run_1/layer_met2.png
Drawn at 2 px/micron. Cells faint in the background.
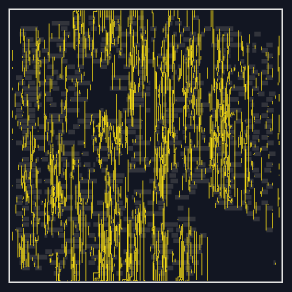
run_1/flops_by_reg.png
Drawn at 3 px/micron. Other sequential cells in the stronger grey, the rest of the logic in the fainter grey.
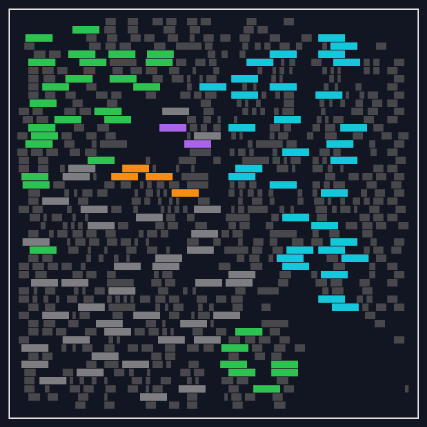
run_1/detail.png
Window x 48 to 88, y 75 to 115 microns. Cells in grey, sequential cells in the stronger grey; small squares are vias.
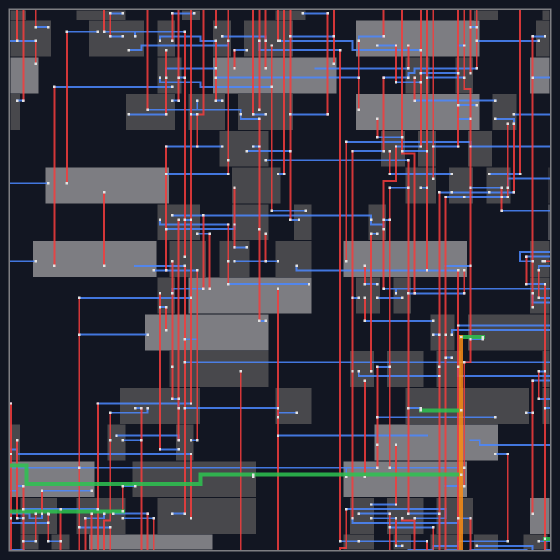
run_1/logic_types.png
Drawn at 3 px/micron.
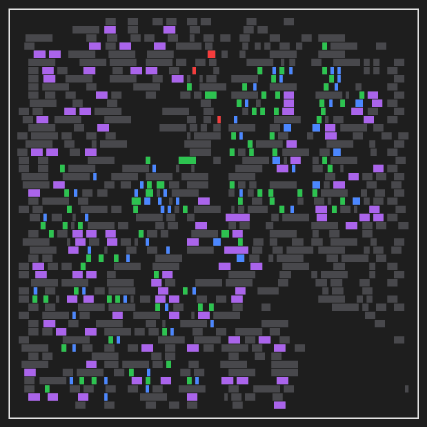
--- src/rtl/mips_avalon_master_bridge.sv ---
// mips_avalon_master_bridge
//
// Turns single-outstanding CPU load/store requests into Avalon-MM master
// transactions. Word-aligns the address and builds the byte lanes and the
// replicated write data. Keeps the bus stable while waitrequest is high.
// Returns load data extracted from the addressed lane, with optional sign
// extension.
//
// Parameters:
//   MAX_WAIT    stall cycles tolerated before aborting with an error (0 = no limit)
//   WAIT_W      width of the stall counter; MAX_WAIT < 2**WAIT_W
//
// Ports:
//   clk, rst                    clock, asynchronous active-high reset
//   req_valid / req_ready       CPU request handshake
//   req_write, req_addr,
//   req_size, req_signed,
//   req_wdata                   CPU request fields, sampled on accept only
//   resp_valid, resp_rdata,
//   resp_err                    one-cycle completion pulse with result
//   address, read, write,
//   writedata, byteenable       Avalon-MM master command
//   waitrequest, readdata       Avalon-MM slave response
module mips_avalon_master_bridge #(
  parameter int unsigned MAX_WAIT = 0,
  parameter int unsigned WAIT_W   = 16
) (
  input  logic        clk,
  input  logic        rst,
  input  logic        req_valid,
  output logic        req_ready,
  input  logic        req_write,
  input  logic [31:0] req_addr,
  input  logic [1:0]  req_size,
  input  logic        req_signed,
  input  logic [31:0] req_wdata,
  output logic        resp_valid,
  output logic [31:0] resp_rdata,
  output logic        resp_err,
  output logic [31:0] address,
  output logic        read,
  output logic        write,
  output logic [31:0] writedata,
  output logic [3:0]  byteenable,
  input  logic        waitrequest,
  input  logic [31:0] readdata
);

  typedef enum logic [1:0] {StIdle, StBus, StResp} state_e;

  state_e              state_q, state_d;
  logic [31:0]         address_q, address_d;
  logic [31:0]         wdata_q, wdata_d;
  logic [3:0]          be_q, be_d;
  logic                is_write_q, is_write_d;
  logic [1:0]          size_q, size_d;
  logic                sgn_q, sgn_d;
  logic [1:0]          off_q, off_d;
  logic [31:0]         rdata_q, rdata_d;
  logic                err_q, err_d;
  logic [WAIT_W-1:0]   wait_q, wait_d;

  logic                req_err;
  logic [3:0]          req_be;
  logic [31:0]         req_wd;
  logic [31:0]         shifted;
  logic [31:0]         load_val;

  // Request decode: error classification and lane generation.
  always_comb begin
    req_err = (req_size == 2'b11) ||
              (req_size == 2'b01 && req_addr[0]) ||
              (req_size == 2'b10 && req_addr[1:0] != 2'b00);
    unique case (req_size)
      2'b00: begin
        req_be = 4'b0001 << req_addr[1:0];
        req_wd = {4{req_wdata[7:0]}};
      end
      2'b01: begin
        req_be = req_addr[1] ? 4'b1100 : 4'b0011;
        req_wd = {2{req_wdata[15:0]}};
      end
      default: begin
        req_be = 4'b1111;
        req_wd = req_wdata;
      end
    endcase
  end

  // Load lane extraction; for words off_q is always 0 so shifted == readdata.
  always_comb begin
    shifted = readdata >> {off_q, 3'b000};
    unique case (size_q)
      2'b00:   load_val = {{24{sgn_q & shifted[7]}}, shifted[7:0]};
      2'b01:   load_val = {{16{sgn_q & shifted[15]}}, shifted[15:0]};
      default: load_val = shifted;
    endcase
  end

  // State and datapath registers.
  always_ff @(posedge clk or posedge rst) begin
    if (rst) begin
      state_q    <= StIdle;
      address_q  <= '0;
      wdata_q    <= '0;
      be_q       <= '0;
      is_write_q <= 1'b0;
      size_q     <= '0;
      sgn_q      <= 1'b0;
      off_q      <= '0;
      rdata_q    <= '0;
      err_q      <= 1'b0;
      wait_q     <= '0;
    end else begin
      state_q    <= state_d;
      address_q  <= address_d;
      wdata_q    <= wdata_d;
      be_q       <= be_d;
      is_write_q <= is_write_d;
      size_q     <= size_d;
      sgn_q      <= sgn_d;
      off_q      <= off_d;
      rdata_q    <= rdata_d;
      err_q      <= err_d;
      wait_q     <= wait_d;
    end
  end

  // Next-state and datapath updates.
  always_comb begin
    state_d    = state_q;
    address_d  = address_q;
    wdata_d    = wdata_q;
    be_d       = be_q;
    is_write_d = is_write_q;
    size_d     = size_q;
    sgn_d      = sgn_q;
    off_d      = off_q;
    rdata_d    = rdata_q;
    err_d      = err_q;
    wait_d     = wait_q;
    unique case (state_q)
      StIdle: begin
        if (req_valid && !rst) begin
          rdata_d = '0;
          wait_d  = '0;
          if (req_err) begin
            // Rejected before reaching the bus; bus registers stay untouched.
            err_d   = 1'b1;
            state_d = StResp;
          end else begin
            err_d      = 1'b0;
            address_d  = {req_addr[31:2], 2'b00};
            wdata_d    = req_wd;
            be_d       = req_be;
            is_write_d = req_write;
            size_d     = req_size;
            sgn_d      = req_signed;
            off_d      = req_addr[1:0];
            state_d    = StBus;
          end
        end
      end
      StBus: begin
        if (!waitrequest) begin
          rdata_d = is_write_q ? 32'h0 : load_val;
          err_d   = 1'b0;
          state_d = StResp;
        end else begin
          wait_d = wait_q + 1'b1;
          if (MAX_WAIT != 0 && wait_d == WAIT_W'(MAX_WAIT)) begin
            rdata_d = '0;
            err_d   = 1'b1;
            state_d = StResp;
          end
        end
      end
      StResp: begin
        state_d = StIdle;
      end
      default: begin
        state_d = StIdle;
      end
    endcase
  end

  // Outputs. read/write decode from state so reset drops them immediately.
  always_comb begin
    req_ready  = (state_q == StIdle) && !rst;
    read       = (state_q == StBus) && !is_write_q;
    write      = (state_q == StBus) && is_write_q;
    address    = address_q;
    writedata  = wdata_q;
    byteenable = be_q;
    resp_valid = (state_q == StResp);
    resp_rdata = (state_q == StResp) ? rdata_q : 32'h0;
    resp_err   = (state_q == StResp) && err_q;
  end

endmodule

--- config.mk ---
export PLATFORM = sky130hd
export DESIGN_NAME = mips_avalon_master_bridge
export DESIGN_NICKNAME = d
export VERILOG_FILES = /design/src/rtl/mips_avalon_master_bridge.sv
export SDC_FILE = /design/constraint.sdc
export NUM_CORES = 1
export LEC_CHECK = 0
export CAP_MARGIN = 5
export CELL_PAD_IN_SITES_DETAIL_PLACEMENT = 1
export CELL_PAD_IN_SITES_GLOBAL_PLACEMENT = 1
export CORE_MARGIN = 2
export CORE_UTILIZATION = 30
export CTS_BUF_LIST = sky130_fd_sc_hd__clkbuf_8 sky130_fd_sc_hd__clkbuf_16
export DETAILED_ROUTE_END_ITERATION = 10
export PLACE_DENSITY_LB_ADDON = 0.2
export SLEW_MARGIN = 20
export SYNTH_ARGS = -nofsm -noshare
export SYNTH_HDL_FRONTEND = slang
export SYNTH_SLANG_ARGS = --single-unit
export TNS_END_PERCENT = 100
--- constraint.sdc ---
create_clock -name clk -period 3.37 [get_ports clk]
set_clock_uncertainty 0.15 [all_clocks]
set_input_delay 0.674 -clock clk [delete_from_list [all_inputs] [get_ports clk]]
set_output_delay 0.674 -clock clk [all_outputs]
set_load 0.03 [all_outputs]
==> flow_metrics.tcl, run 1 <==
# flow metrics
set metrics [dict create \
    mux_area_frac 0.1978 \
    r2r_slack_ns 1.09 \
    placementRows 48 \
    cts_resized 0 \
    fmax_ghz 0.3243 \
    dr_wl_met3_mm 1.620 \
    status "finished, final reports clean" \
    cts_buffer_depth 2 \
    switching_power_w 0.001766 \
    yosys.cell_count.top_type "dfrtp_1" \
    post_dp_cell_area_sq_um 7536 \
    route.detailed.drc 0 \
    endpoint_kind "output port" \
    top_area_frac 0.5138 \
    power.total_w 0.004798 \
    cts-root-buf "clkbuf_16" \
    top_area_cell "dfrtp_1" \
    avgViaCountPerCell 4.927 \
    hold_depth 2 \
    synthTopLogicFamily "multiplexers" \
    area_leaders "dfrtp_1 51%, mux2_2 11%, mux2i_1 7.7%, o21ai_0 4.9%, and2_1 4.0%" \
    power_clock_w 0.00102 \
    yosys_cells 474 \
    swShare 0.3680 \
    core_area_sq_um 17120 \
    clk_latency_ns 0.35 \
    met1_length_mm 6.774 \
    critPathMaxFanout 33 \
    ir_worst_vdd_mv 0.3250 \
    nFillCells 1847 \
    antenna_found_initial 0 \
    adder_share 0 \
    maxPowerGroup "combinational logic" \
]
-- layer_met2.png (at the start) --
The longest straight run is 57.8 microns. 694 nets have wire on it.
Post-Route WL: 16.41 mm
grt met2 use: 0.2969
DR vias: 4415

-- flops_by_reg.png (at the start) --
Orange is byteenable, sequential cells 4. Purple is state_q, sequential cells 2. Green is address, sequential cells 30. Cyan is rdata_q, sequential cells 32.
Another 39 sequential cells are not coloured.

-- detail.png (at the start) --
Orange is metal 4. Blue is metal 1. Red is metal 2. Green is metal 3.
62 logic cells have their middle in the window. Sequential cells in the window: 11. Netlist names of flops here include rdata_q (6), state_q (2). Most frequent: dfrtp_1 (11), o21ai_0 (7), a21oi_1 (6).

-- logic_types.png (at the start) --
Blue is NAND gates, cells 57, where widely spread. Purple is multiplexers, cells 94, where widely spread. Red is inverters, cells 3. Green is inverting AOI/OAI gates, cells 81, where widely spread.
most numerous logic cell after layout: clkdlybuf4s50_1
Layout Cells excl Fill: 896
logic share of the area: 0.3026

## run 1: cells in the final DEF, fill, tap and decap left out, types with 10 or more instances in the layout
| cell type | n |
|---|---|
| clkdlybuf4s50_1 | 206 |
| dfrtp_1 | 107 |
| mux2_2 | 51 |
| o21ai_0 | 51 |
| nand2_1 | 47 |
| mux2i_1 | 40 |
| and2_1 | 33 |
| a21oi_1 | 24 |
| nor2_1 | 24 |
| buf_4 | 10 |
## run 1: path summary, 6_finish.rpt
check,startpoint,to
max in group asynchronous,rst,byteenable[3]$_DFFE_PP0P_
min,rdata_q[0]$_DFFE_PP0P_,rdata_q[0]$_DFFE_PP0P_
min in group asynchronous,rst,rdata_q[7]$_DFFE_PP0P_
max reg2reg,state_q[1]$_DFFE_PP0P_,rdata_q[28]$_DFFE_PP0P_
min reg2reg,rdata_q[0]$_DFFE_PP0P_,rdata_q[0]$_DFFE_PP0P_
max,state_q[0]$_DFFE_PP0P_,resp_rdata[15]
## run 1: tightest hold or removal path: stages (launching register included)
cell     delay, ns
dfrtp_1       0.34
nand2_1       0.04
o21ai_0       0.06
## run 1: sequential cells by signal (all words and copies together), names as in the netlist
signal and cells:
address 30, byteenable 4, err_q 1, is_write_q 1
off_q 2, rdata_q 32, sgn_q 1, size_q 2
state_q 2, writedata 32
## run 1: metrics by stage
stage / instances / hold WS [ns]
2_1_floorplan: 475 / 0.2918
3_3_place_gp: 880 / 0.3085
3_5_place_dp: 880 / 0.3206
4_1_cts: 896 / 0.3364
5_1_grt: 896 / 0.3590
6_report: 896 / 0.3268
## run 1: area by class of cell
type                            instances  area share
Clock inverter                          6    0.005123
Clock buffer                           10     0.03058
Sequential cell                       107      0.3426
Inverter                                3    0.001921
Timing Repair Buffer                  219      0.2811
Tap cell                              225     0.03602
Multi-Input combinational cell        326      0.3026
==> run 2, diff against run 1 <==
--- a/config.mk
+++ b/config.mk
@@ -11,6 +11,7 @@
 export CORE_MARGIN = 2
 export CORE_UTILIZATION = 30
 export CTS_BUF_LIST = sky130_fd_sc_hd__clkbuf_8 sky130_fd_sc_hd__clkbuf_16
+export CTS_CLUSTER_SIZE = 12
 export DETAILED_ROUTE_END_ITERATION = 10
 export PLACE_DENSITY_LB_ADDON = 0.2
 export SLEW_MARGIN = 20
run_2/flops_by_reg.png
Drawn at 3 px/micron. Other sequential cells in the stronger grey, the rest of the logic in the fainter grey.
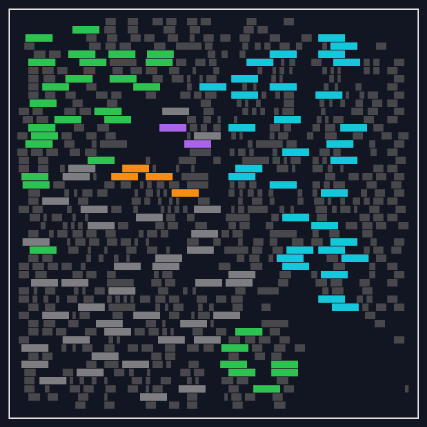
Cyan is rdata_q, sequential cells 32. Green is address, sequential cells 30. Orange is byteenable, sequential cells 4. Purple is state_q, sequential cells 2.
Another 39 sequential cells are not coloured.
Seq/total area: 0.3426
P_seq: 0.00181 W
Post-Route Utilization: 0.4566
sequential cell area: 2678 sq um

==> run 2 against run 1 <==
Sequential power is essentially flat. Utilization is the same. Flip-flop count is the same. Sequential share of layout area is the same. Synthesized cell count is the same. Wire length is the same. Via count is the same. Area after synthesis is the same.
==> flow_metrics.tcl, run 2 <==
# flow metrics
set metrics [dict create \
    status "finished, final reports clean" \
    top_area_frac 0.5138 \
    critPathMaxFanout 33 \
    switching_power_w 0.001766 \
    dr_wl_met3_mm 1.620 \
    top_area_cell "dfrtp_1" \
    routed_wl_mm 16.41 \
    power.total_w 0.004798 \
    hold_slack_ns 0.3268 \
    mostFrequentLayoutCell "clkdlybuf4s50_1" \
    cts-root-buf "clkbuf_16" \
    ir_worst_vdd_mv 0.3250 \
    place_inst 880 \
    cts_buffer_depth 2 \
    clk_latency_ns 0.35 \
    cts_resized 0 \
    swShare 0.3680 \
    grt.met2_usage 0.2969 \
    yosys.cell_count.top_type "dfrtp_1" \
    fmax_ghz 0.3243 \
    post_dp_cell_area_sq_um 7536 \
    met1_length_mm 6.774 \
]
run_2/layer_met2.png
Drawn at 2 px/micron. Cells faint in the background.
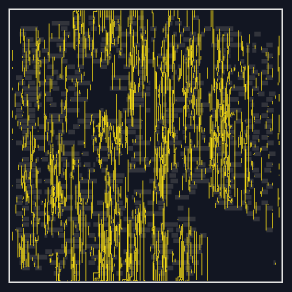
The layer carries 7690 microns of wire. 694 nets have wire on it. The wires run mostly vertical.

[run 2: power by group through the flow]
stage | clock [W] | combinational [W] | sequential [W]
6_report | 0.00102 | 0.00198 | 0.00181
5_1_grt | 0.00110 | 0.00212 | 0.00186
4_1_cts | 0.00106 | 0.00200 | 0.00181
3_5_place_dp | 0 | 0.00199 | 0.00183
3_3_place_gp | 0 | 0.00195 | 0.00181
2_1_floorplan | 0 | 0.000688 | 0.00225
[run 2: worst paths after layout]
check / endpoint / cells past startpoint / slack, ns / start
setup / recovery: resp_rdata[15] / 4 / 0.29 / state_q[0]$_DFFE_PP0P_
hold / removal: rdata_q[0]$_DFFE_PP0P_ / 2 / 0.33 / rdata_q[0]$_DFFE_PP0P_
setup reg to reg: rdata_q[28]$_DFFE_PP0P_ / 4 / 1.09 / state_q[1]$_DFFE_PP0P_
hold reg to reg: rdata_q[0]$_DFFE_PP0P_ / 2 / 0.33 / rdata_q[0]$_DFFE_PP0P_
max in group asynchronous: byteenable[3]$_DFFE_PP0P_ / 3 / 1.62 / rst
min in group asynchronous: rdata_q[7]$_DFFE_PP0P_ / 2 / 0.80 / rst
[run 2: layout make-up]
type | count | area share
Tap cell | 225 | 0.03602
Multi-Input combinational cell | 326 | 0.3026
Sequential cell | 107 | 0.3426
Inverter | 3 | 0.001921
Clock buffer | 10 | 0.03058
Clock inverter | 6 | 0.005123
Timing Repair Buffer | 219 | 0.2811
[run 2: kinds of logic after synthesis]
family,count (synthesis),synth area share
XOR/XNOR,1,0.001681
flip-flops,107,0.5138
other,1,0.0007196
multiplexers,94,0.1978
buffers and inverters,42,0.03601
AND-OR/OR-AND,101,0.1205
AND/OR/NAND/NOR,128,0.1294
==> run 3, diff against run 2 <==
--- a/config.mk
+++ b/config.mk
@@ -9,7 +9,7 @@
 export CELL_PAD_IN_SITES_DETAIL_PLACEMENT = 1
 export CELL_PAD_IN_SITES_GLOBAL_PLACEMENT = 1
 export CORE_MARGIN = 2
-export CORE_UTILIZATION = 30
+export CORE_UTILIZATION = 35
 export CTS_BUF_LIST = sky130_fd_sc_hd__clkbuf_8 sky130_fd_sc_hd__clkbuf_16
 export CTS_CLUSTER_SIZE = 12
 export DETAILED_ROUTE_END_ITERATION = 10
==> constraint.sdc (replaced) <==
create_clock -name clk -period 3.6 [get_ports clk]
set_clock_uncertainty 0.15 [all_clocks]
set_input_delay 0.72 -clock clk [delete_from_list [all_inputs] [get_ports clk]]
set_output_delay 0.72 -clock clk [all_outputs]
set_load 0.03 [all_outputs]
run_3/congestion.png
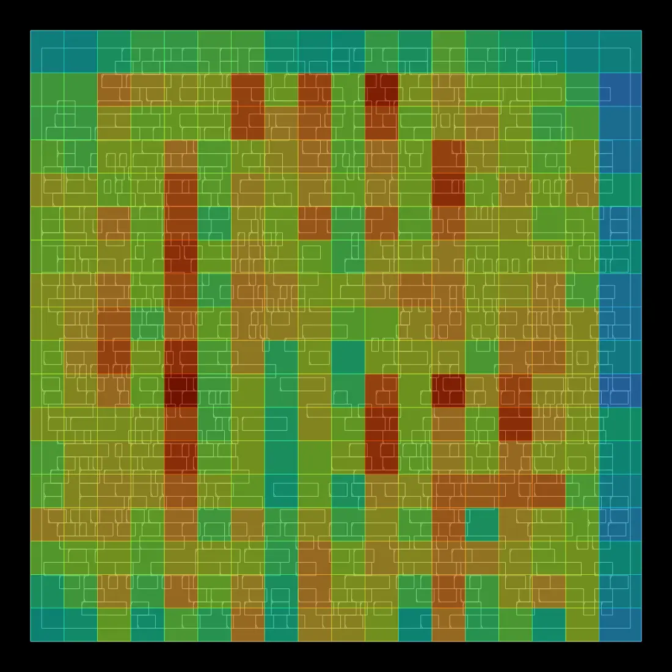
All-Layer GR Usage: 0.2025
grt met2 use: 0.3406
grt met3 use: 0.06967

run_3/flops_by_reg.png
Drawn at 4 px/micron. Other sequential cells in the stronger grey, the rest of the logic in the fainter grey.
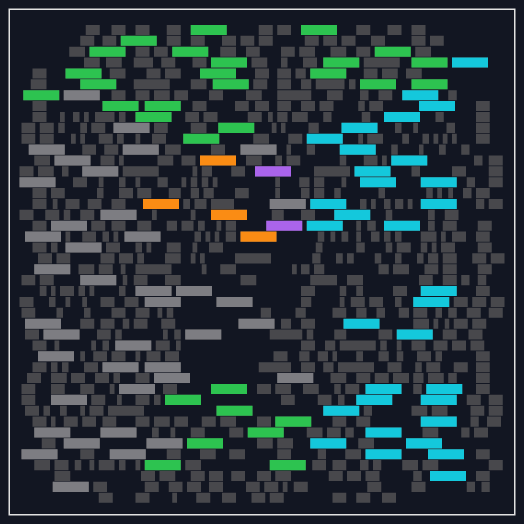
Orange is byteenable, sequential cells 4, where centre. Purple is state_q, sequential cells 2. Green is address, sequential cells 30. Cyan is rdata_q, sequential cells 32, where a column on the right.
P_seq: 0.00169 W
Post-Route Utilization: 0.5313
Seq/total area: 0.3468

==> run 3 against run 2 <==
Combinational power fell by 7%. Sequential power decreased by 7%. Worst setup slack improved by 0.19 ns. Final cell count is 4.9% lower. Via count decreased by 0.50%. Synthesized cell count stayed put. Area after synthesis unchanged. Flip-flop count unchanged. First-iteration DRC count rose by 28%. Total power fell by 6.5%. Critical path type unchanged. Highest routed layer unchanged.
==> flow_metrics.tcl, run 3 <==
# flow metrics
set metrics [dict create \
    r2r-start "state_q[1]$_DFFE_PP0P_" \
    ios 209 \
    cp-startpoint "state_q[0]$_DFFE_PP0P_" \
    hold_slack_ns 0.3274 \
    top_area_frac 0.5138 \
    maxCapViolations 0 \
    worstMarginPinSlew_ns 0.8839 \
    r2r-end "rdata_q[16]$_DFFE_PP0P_" \
    status "finished, final reports clean" \
    finalCritPeriodShare 0.8684 \
    cp_num_cells 4 \
    r2r_slack_ns 1.27 \
    core_area_sq_um 14530 \
    cts_buffer_depth 2 \
    avgViaCountPerCell 5.156 \
    endpoint_kind "output port" \
    crit_end "resp_rdata[15]" \
    place_inst 837 \
    area_leaders "dfrtp_1 51%, mux2_2 11%, mux2i_1 7.7%, o21ai_0 4.9%, and2_1 4.0%" \
    hold_depth 2 \
    start_kind "flip-flop" \
    yosys.cell_count.top_type "dfrtp_1" \
    avgSynthCellArea_sq_um 10.99 \
    top_area_cell "dfrtp_1" \
    route.detailed.drc 0 \
    ys_async_sr_fraction 1.000 \
    flop_cell "dfrtp_1" \
    routed_wl_mm 15.89 \
    mostFrequentLayoutCell "clkdlybuf4s50_1" \
    cts_resized 0 \
    antenna_found_initial 0 \
    area.growth.synth_to_final_pct 48.16 \
    cts-root-buf "clkbuf_16" \
    fmax_ghz 0.3199 \
    seq_area_sq_um 2678 \
    mostFrequentLayoutCells "206 x clkdlybuf4s50_1, 107 x dfrtp_1, 51 x mux2_2, 51 x o21ai_0, 47 x nand2_1" \
    post_dp_cell_area_sq_um 7445 \
    yosys_cells 474 \
    critPathMaxFanout 33 \
    hold_end "rdata_q[9]$_DFFE_PP0P_" \
    grt_pass1_vias 4824 \
    dr_total_vias 4393 \
    placementRows 44 \
    worstRegToRegCells 4 \
    hp-start "rdata_q[9]$_DFFE_PP0P_" \
]
==> run 3: cell counts after synthesis <==
No cell type changed its count.
==> run 3: cell families after synthesis <==
| group | synth area share |
|---|---|
| flip-flops | 0.5138 |
| multiplexers | 0.1978 |
| AND-OR/OR-AND | 0.1205 |
| XOR/XNOR | 0.001681 |
| AND/OR/NAND/NOR | 0.1294 |
| buffers and inverters | 0.03601 |
| other | 0.0007196 |
==> run 3: worst min-delay path, delay by kind of cell (launching register included) <==
| kind | cells | cell delay (ns) |
|---|---|---|
| DFF | 1 | 0.34 |
| AOI/OAI and AO/OA | 1 | 0.06 |
| and+or+nand+nor | 1 | 0.05 |
==> run 3: power by group <==
group	total [W]	internal, W	leakage (nW)	switching (W)
Clock	0.000947	0.000503	0.142	0.000444
Combinational	0.00185	0.000842	1.82	0.00101
Sequential	0.00169	0.00150	1.35	0.000182
==> run 3: metal layers <==
| layer | global-route usage | vias to the layer above | wire [microns] |
|---|---|---|---|
| met5 | 0 | - | 0 |
| met4 | 0.07822 | 0 | 398 |
| met3 | 0.06967 | 23 | 1310 |
| met2 | 0.3406 | 159 | 7937 |
| met1 | 0.2391 | 2173 | 6245 |
| li1 | - | 2038 | - |
==> run 3: cell type report <==
cell class | instances | area share
Clock buffer | 11 | 0.03273
Clock inverter | 4 | 0.003079
Inverter | 3 | 0.001945
Multi-Input combinational cell | 326 | 0.3063
Sequential cell | 107 | 0.3468
Tap cell | 184 | 0.02982
Timing Repair Buffer | 217 | 0.2794
==> run 3: stage by stage <==
step	power [W]	utilization
floorplan	0.002753	-
global placement	0.003512	0.5122
detailed placement	0.003574	0.5122
CTS	0.004544	0.5313
global route	0.004729	0.5313
finish	0.004486	0.5313
Power is estimated from default activity; no workload was simulated.
